--- src/rtl/scr_stack_ctrl.sv ---
// Stack pointer / depth tracker and scratch-memory address, data and write-enable steering.
// Define STACK_GUARD_EN to suppress pushes when full and pops when empty, with sticky OVF/UNF flags.
module scr_stack_ctrl #(
  parameter logic [7:0] SP_RESET = 8'h00
) (
  input  logic       SP_CLK,
  input  logic       SP_RST_N,
  input  logic       SP_LD,
  input  logic       SP_INCR,
  input  logic       SP_DECR,
  input  logic [7:0] SP_DIN,
  input  logic [1:0] ADDR_SEL,
  input  logic       DATA_SEL,
  input  logic       WE_IN,
  input  logic [7:0] REG_DX,
  input  logic [7:0] REG_DY,
  input  logic [7:0] IMM,
  input  logic [9:0] PC,
  output logic [7:0] SCR_ADDR,
  output logic [9:0] SCR_DIN,
  output logic       SCR_WE,
  output logic [7:0] SP_OUT,
  output logic [8:0] SP_DEPTH,
  output logic       SP_EMPTY,
  output logic       SP_FULL,
  output logic       SP_OVF,
  output logic       SP_UNF
);

  localparam logic [8:0] DEPTH_MAX = 9'd256;

  logic [7:0] sp_q, sp_d;
  logic [8:0] depth_q, depth_d;
  logic       ovf_q, ovf_d;
  logic       unf_q, unf_d;

  logic       push_req, pop_req;
  logic       push_blk, pop_blk;
  logic       empty, full;
  logic [7:0] sp_m1;

  // Simultaneous INCR and DECR cancel out: neither counts as push nor pop.
  assign push_req = SP_DECR & ~SP_INCR;
  assign pop_req  = SP_INCR & ~SP_DECR;
  assign empty    = (depth_q == 9'd0);
  assign full     = (depth_q == DEPTH_MAX);
  assign sp_m1    = sp_q - 8'd1;

`ifdef STACK_GUARD_EN
  assign push_blk = push_req & full  & ~SP_LD;
  assign pop_blk  = pop_req  & empty & ~SP_LD;
`else
  assign push_blk = 1'b0;
  assign pop_blk  = 1'b0;
`endif

  always_comb begin
    sp_d    = sp_q;
    depth_d = depth_q;
    ovf_d   = ovf_q;
    unf_d   = unf_q;
    if (SP_LD) begin
      sp_d    = SP_DIN;
      depth_d = 9'd0;
      ovf_d   = 1'b0;
      unf_d   = 1'b0;
    end else if (push_req) begin
      if (push_blk) begin
        ovf_d = 1'b1;
      end else begin
        sp_d    = sp_m1;
        depth_d = full ? depth_q : depth_q + 9'd1;
      end
    end else if (pop_req) begin
      if (pop_blk) begin
        unf_d = 1'b1;
      end else begin
        sp_d    = sp_q + 8'd1;
        depth_d = empty ? depth_q : depth_q - 9'd1;
      end
    end
  end

  always_ff @(posedge SP_CLK or negedge SP_RST_N) begin
    if (!SP_RST_N) begin
      sp_q    <= SP_RESET;
      depth_q <= 9'd0;
      ovf_q   <= 1'b0;
      unf_q   <= 1'b0;
    end else begin
      sp_q    <= sp_d;
      depth_q <= depth_d;
      ovf_q   <= ovf_d;
      unf_q   <= unf_d;
    end
  end

  // SP-1 is taken from the current SP so a push writes where SP lands after the edge.
  always_comb begin
    SCR_ADDR = REG_DY;
    case (ADDR_SEL)
      2'd0: SCR_ADDR = REG_DY;
      2'd1: SCR_ADDR = IMM;
      2'd2: SCR_ADDR = sp_q;
      2'd3: SCR_ADDR = sp_m1;
      default: SCR_ADDR = REG_DY;
    endcase
  end

  assign SCR_DIN  = DATA_SEL ? PC : {2'b00, REG_DX};
  assign SCR_WE   = WE_IN & ~push_blk;
  assign SP_OUT   = sp_q;
  assign SP_DEPTH = depth_q;
  assign SP_EMPTY = empty;
  assign SP_FULL  = full;
  assign SP_OVF   = ovf_q;
  assign SP_UNF   = unf_q;

endmodule

--- config.mk ---
export PLATFORM = sky130hd
export DESIGN_NAME = scr_stack_ctrl
export DESIGN_NICKNAME = d
export VERILOG_FILES = /design/src/rtl/scr_stack_ctrl.sv
export SDC_FILE = /design/constraint.sdc
export NUM_CORES = 1
export LEC_CHECK = 0
export CAP_MARGIN = 10
export CORE_MARGIN = 3
export CORE_UTILIZATION = 23
export CTS_BUF_LIST = sky130_fd_sc_hd__clkbuf_8
export DETAILED_ROUTE_END_ITERATION = 8
export SLEW_MARGIN = 40
export SYNTH_ARGS = -nofsm -noshare
export SYNTH_HDL_FRONTEND = slang
export SYNTH_SLANG_ARGS = --single-unit
--- constraint.sdc ---
create_clock -name SP_CLK -period 2.6 [get_ports SP_CLK]
set_clock_uncertainty 0.2 [all_clocks]
set_input_delay 0.52 -clock SP_CLK [delete_from_list [all_inputs] [get_ports SP_CLK]]
set_output_delay 0.52 -clock SP_CLK [all_outputs]
set_load 0.02 [all_outputs]
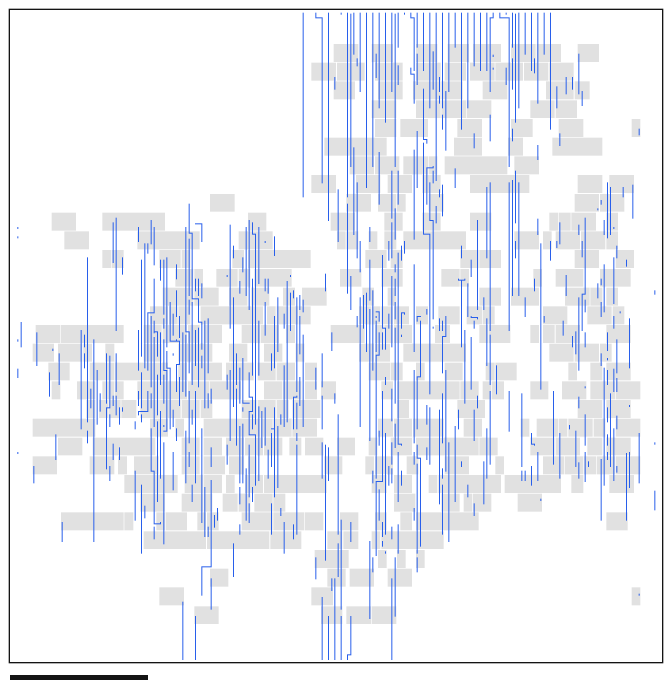
run_1/layer_met2.png
The bar under the picture is 20 µm long.
nets with wire on the layer: 348
share of all routed wire: 49%
wire length on this layer: 3,010 µm
via total after detailed routing: 2,052
met2 track demand over resource in global routing: 24.49%
Detailed Route WL: 6102 µm

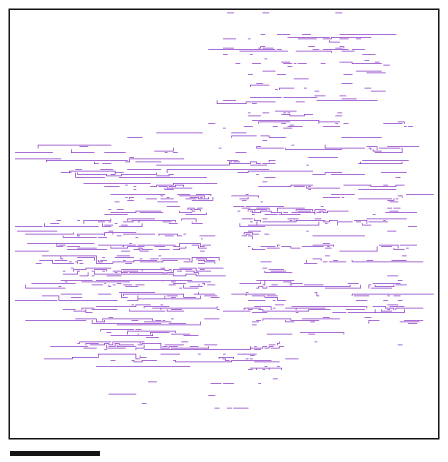
run_1/layer_met1.png
The bar under the picture is 20 µm long.
wire length on this layer: 2,580 µm
nets with wire on the layer: 346
longest straight run: 23.5 µm
main direction: horizontal
share of all routed wire: 42%

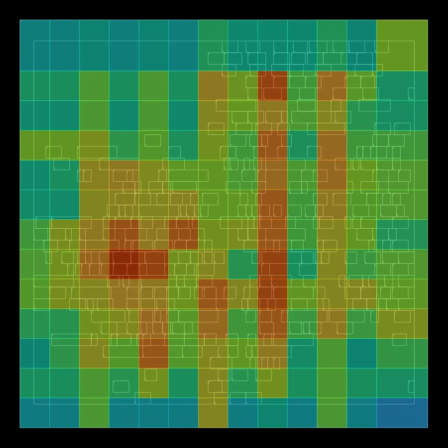
run_1/congestion.png
global-route met3 utilization: 2.709%
Util after Layout: 42.66%
overall track demand over capacity in global routing: 13.69%
drt wl/cell: 13.74 µm
layer carrying the most global-route usage: met2

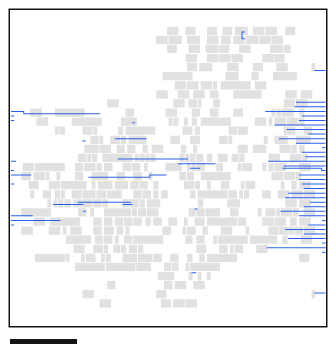
run_1/layer_met3.png
The bar under the picture is 20 µm long.
longest straight run: 22.8 µm
nets with wire on the layer: 55
share of all routed wire: 7.5%

==> impl_results.html, run 1 <==
<h2>Synthesis and place &amp; route</h2>
<table>
<tr><th>Metric</th><th>Value</th></tr>
<tr><th colspan="2">Logic synthesis</th></tr>
<tr><td>Ys cells</td><td>around 220</td></tr>
<tr><td>Share of synthesized cell area in and, or, nand and nor gates</td><td>roughly 22%</td></tr>
<tr><td>Most area-consuming cells after synthesis</td><td>sky130_fd_sc_hd__dfrtp_1 (24%), sky130_fd_sc_hd__ha_1 (6.9%), sky130_fd_sc_hd__mux2_2 (6.2%)</td></tr>
<tr><td>Top cell type by total area after synthesis</td><td>sky130_fd_sc_hd__dfrtp_1</td></tr>
<tr><td>Yosys top cell by instances</td><td>sky130_fd_sc_hd__nand2_1</td></tr>
<tr><td>Async set or reset register ratio after synthesis</td><td>100.0%</td></tr>
<tr><td>Area fraction in compound gates after synthesis</td><td>around 17%</td></tr>
<tr><th colspan="2">Run status</th></tr>
<tr><td>Outcome</td><td>complete, but fails checks</td></tr>
<tr><td>Violated checks</td><td>negative setup slack</td></tr>
<tr><th colspan="2">Timing</th></tr>
<tr><td>Crit path time final</td><td>2720 ps</td></tr>
<tr><td>Setup WS post-layout</td><td>-120.3 ps</td></tr>
<tr><td>Unrepaired setup endpoints after global routing</td><td>true</td></tr>
<tr><td>Final setup vio count</td><td>1</td></tr>
<tr><th colspan="2">Clocking</th></tr>
<tr><td>Clk Tree Root Cell</td><td>sky130_fd_sc_hd__clkbuf_8</td></tr>
<tr><td>Number of buffers added by the clock tree synthesis step</td><td>3</td></tr>
<tr><td>Post-CTS Repair Setup Buffers</td><td>2</td></tr>
<tr><td>Clock tree buffer depth</td><td>2</td></tr>
<tr><th colspan="2">Floorplan</th></tr>
<tr><td>Die y size</td><td>about 95 µm</td></tr>
<tr><td>Chip Area</td><td>8955 µm²</td></tr>
<tr><td>Placeable core region</td><td>7447 µm²</td></tr>
<tr><th colspan="2">Critical path</th></tr>
<tr><td>Stages on worst setup path</td><td>8</td></tr>
<tr><td>Critical path data arrival time</td><td>about 2000 ps</td></tr>
<tr><td>Buffer-and-inverter tally for the worst setup path</td><td>2</td></tr>
<tr><td>Crit path kind</td><td>flip-flop to output port</td></tr>
<tr><td>Largest delay contributor family on the critical path</td><td>simple AND/OR/NAND/NOR gates</td></tr>
<tr><td>Worst Setup End Kind</td><td>output port</td></tr>
<tr><th colspan="2">Drt</th></tr>
<tr><td>Detailed-routed wire length on met3</td><td>457 µm</td></tr>
<tr><td>DRC marker count from the first detailed-route iteration</td><td>54</td></tr>
<tr><td>Average via count per standard cell</td><td>4.622</td></tr>
<tr><th colspan="2">Global route</th></tr>
<tr><td>Initial antenna violation count</td><td>0</td></tr>
<tr><td>Leftover overflow at the end of global routing</td><td>0</td></tr>
<tr><td>First-pass GRT wire length</td><td>between 10,000 and 15,000 µm</td></tr>
<tr><td>Vias in the first global route</td><td>2,128</td></tr>
<tr><td>Maximum number of pins on one net before global-route repair</td><td>23</td></tr>
<tr><td>Global routing met1 resource utilization</td><td>17.03%</td></tr>
<tr><th colspan="2">Finish</th></tr>
<tr><td>Count of plain and timing-repair buffers in the layout</td><td>~130</td></tr>
<tr><td>Fraction of area in registers</td><td>13.39%</td></tr>
<tr><td>Total area of sequential cells</td><td>425.4 µm²</td></tr>
<tr><td>Diode count</td><td>0</td></tr>
<tr><td>Final clock-cell share</td><td>under 10%</td></tr>
<tr><td>Comb. cell area</td><td>1353 µm²</td></tr>
<tr><th colspan="2">Placed design</th></tr>
<tr><td>Placer congestion estimate</td><td>approximately 0.83</td></tr>
<tr><th colspan="2">Pwr</th></tr>
<tr><td>Leakage power</td><td>1.412 nW</td></tr>
</table>
## run 1: path summary, 6_finish.rpt
kind / from / endpoint / slack [ps]
setup / recovery: SP_OUT[1]$_DFFE_PN0P_ / SCR_ADDR[6] / -120
hold / removal: SP_RST_N / SP_OUT[1]$_DFFE_PN0P_ / 390
setup reg to reg: SP_DEPTH[0]$_DFFE_PN0P_ / SP_DEPTH[8]$_DFFE_PN0P_ / 180
hold reg to reg: SP_OUT[7]$_DFFE_PN0P_ / SP_OUT[7]$_DFFE_PN0P_ / 420
max in group asynchronous: SP_RST_N / SP_DEPTH[8]$_DFFE_PN0P_ / 1610
min in group SP_CLK: SP_OUT[7]$_DFFE_PN0P_ / SP_OUT[7]$_DFFE_PN0P_ / 420
## run 1: report_power, final
| group | total, mW | switching (mW) | internal [mW] | leakage (nW) |
|---|---|---|---|---|
| Sequential | 0.445 | 0.115 | 0.331 | 0.217 |
| Clock | 0.212 | 0.107 | 0.105 | 0.0269 |
| Combinational | 1.59 | 0.756 | 0.839 | 1.17 |
## run 1: state kept, by name, indices dropped and copies added (netlist names)
signal	cells
SP_OUT	8
SP_DEPTH	9
## run 1: per-stage QoR
step | cell area [µm²] | hold WS (ps) | TNS [ps] | std cells | setup slack [ps]
after CTS | 3156 | 399.2 | -136.1 | 444 | -133.0
final | 3177 | 390.1 | -120.3 | 444 | -120.3
after global placement | 3059 | 377.1 | -5344 | 438 | -469.2
after global routing | 3177 | 418.4 | -219.5 | 444 | -211.7
after floorplan | 1817 | 24.41 | 0 | 225 | 13.09
after detailed placement | 3059 | 402.6 | -5595 | 438 | -516.1
run_1/cell_density.png
9 x 9 tiles, from white (low) to dark blue (high), 0 to 100% covered.
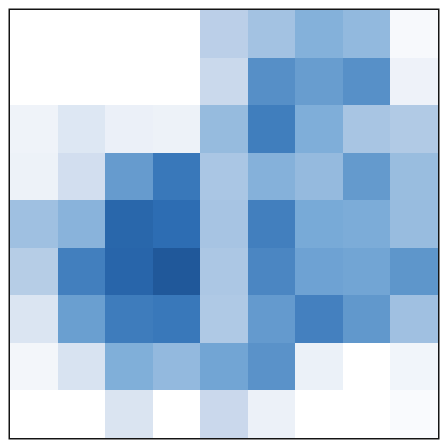

## Run 2: what changed since run 1
CORE_UTILIZATION = 40   (was 23)
PLACE_DENSITY = 0.8   (was unset)
SETUP_SLACK_MARGIN = 0.2   (was unset)
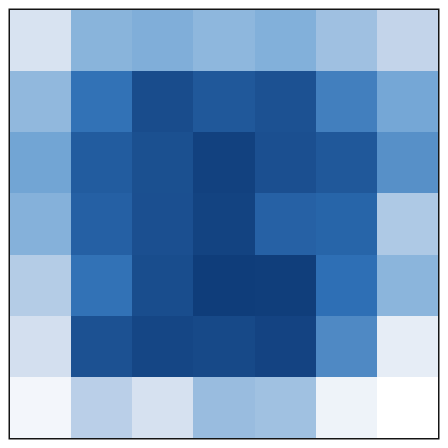
run_2/cell_density.png
7 x 7 tiles, from white (low) to dark blue (high), 0 to 100% covered.
nearly empty tiles: 2.0%
tiles over 75% full: 41%
fullest tile: 95%
emptiest ninth of the die: lower right
placeable core region: 4173 µm²
share of the core filled by cells before placement: 43.30%

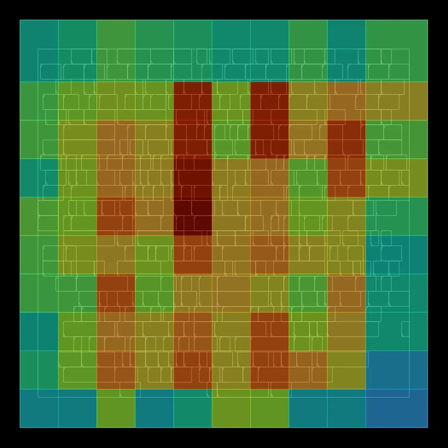
run_2/congestion.png
global-route met3 utilization: 3.444%
met2 track demand over resource in global routing: 40.91%
Util after Layout: 77.42%
drt wl/cell: 16.32 µm
global routing met1 resource utilization: 30.19%

==> impl_results.html, run 2 <==
<h2>Synthesis and place &amp; route</h2>
<table>
<tr><th>Metric</th><th>Value</th></tr>
<tr><th colspan="2">Finish</th></tr>
<tr><td>Final clock-cell share</td><td>1.433%</td></tr>
<tr><td>Comb. cell area</td><td>1415 µm²</td></tr>
<tr><td>Total area of sequential cells</td><td>427.9 µm²</td></tr>
<tr><td>Fraction of area in registers</td><td>13.25%</td></tr>
<tr><td>Cell Count, Final, Fillers Out</td><td>403</td></tr>
<tr><th colspan="2">Global route</th></tr>
<tr><td>Leftover overflow at the end of global routing</td><td>0</td></tr>
<tr><td>Maximum number of pins on one net before global-route repair</td><td>25</td></tr>
<tr><td>First-pass GRT wire length</td><td>between 9000 and 10,000 µm</td></tr>
<tr><th colspan="2">Logic synthesis</th></tr>
<tr><td>Yosys top cell by instances</td><td>sky130_fd_sc_hd__nand2_1</td></tr>
<tr><td>Top cell type by total area after synthesis</td><td>sky130_fd_sc_hd__dfrtp_1</td></tr>
<tr><th colspan="2">Critical path</th></tr>
<tr><td>Critical Path Source</td><td>SP_OUT[1]$_DFFE_PN0P_</td></tr>
<tr><td>Worst setup slack for register-to-register paths</td><td>160 ps</td></tr>
<tr><th colspan="2">Floorplan</th></tr>
<tr><td>Chip Area</td><td>5359 µm²</td></tr>
<tr><td>Die y size</td><td>about 73 µm</td></tr>
<tr><th colspan="2">Timing</th></tr>
<tr><td>Unrepaired setup endpoints after global routing</td><td>true</td></tr>
<tr><td>Crit path time final</td><td>2692 ps</td></tr>
<tr><td>Setup WS post-layout</td><td>-91.94 ps</td></tr>
<tr><td>Final setup vio count</td><td>3</td></tr>
<tr><td>Post-route setup TNS</td><td>-168.5 ps</td></tr>
<tr><th colspan="2">Run status</th></tr>
<tr><td>Outcome</td><td>complete, but fails checks</td></tr>
<tr><td>Violated checks</td><td>negative setup slack</td></tr>
<tr><th colspan="2">Pwr</th></tr>
<tr><td>Leakage power</td><td>1.440 nW</td></tr>
</table>
run 2: cell count changes in the layout (fill, tap and decap cells not counted), moves of 3 or more:
cell,delta
sky130_fd_sc_hd__buf_2,+6
sky130_fd_sc_hd__o21ai_0,-3
sky130_fd_sc_hd__nand3_2,+3
sky130_fd_sc_hd__dlygate4sd2_1,-11
sky130_fd_sc_hd__clkbuf_2,+3
sky130_fd_sc_hd__nand3_1,-3
sky130_fd_sc_hd__buf_6,+12
run 2: where the power goes:
group          leakage [nW]  internal (mW)  switching [mW]  total, mW
clock network        0.0255          0.106          0.0952      0.202
logic                  1.20          0.883           0.787       1.67
registers             0.214          0.332           0.116      0.448
total                  1.44           1.32           0.998       2.32
run 2: worst max-delay path by stage:
| stage | endpoint | slack [ps] | cells after the start |
|---|---|---|---|
| after floorplan | SP_DEPTH[8]$_DFFE_PN0P_ | 90 | 10 |
| after global placement | SCR_ADDR[6] | -390 | 7 |
| after detailed placement | SCR_ADDR[6] | -390 | 7 |
| after CTS | SCR_ADDR[6] | -90 | 8 |
| after global routing | SCR_ADDR[3] | -190 | 11 |
| final | SCR_ADDR[3] | -90 | 11 |
run 2: timing repair:
item / 4_1_cts / 5_1_grt
hold buffers: 0 / 0
buffers inserted: 8 / 5
gates cloned: 1 / 0
pin swaps: 11 / 12
gates resized: 103 / 28
setup endpoints to repair: 24 / 11
run 2: layer usage:
layer | track usage (%) | wire, µm | up-vias
met4 | 5.738 | 84 | 0
li1 | - | - | 1045
met5 | 0 | 0 | -
met1 | 30.19 | 2846 | 1010
met3 | 3.444 | 319 | 9
met2 | 40.91 | 3327 | 69
Power is estimated from default activity; no workload was simulated.
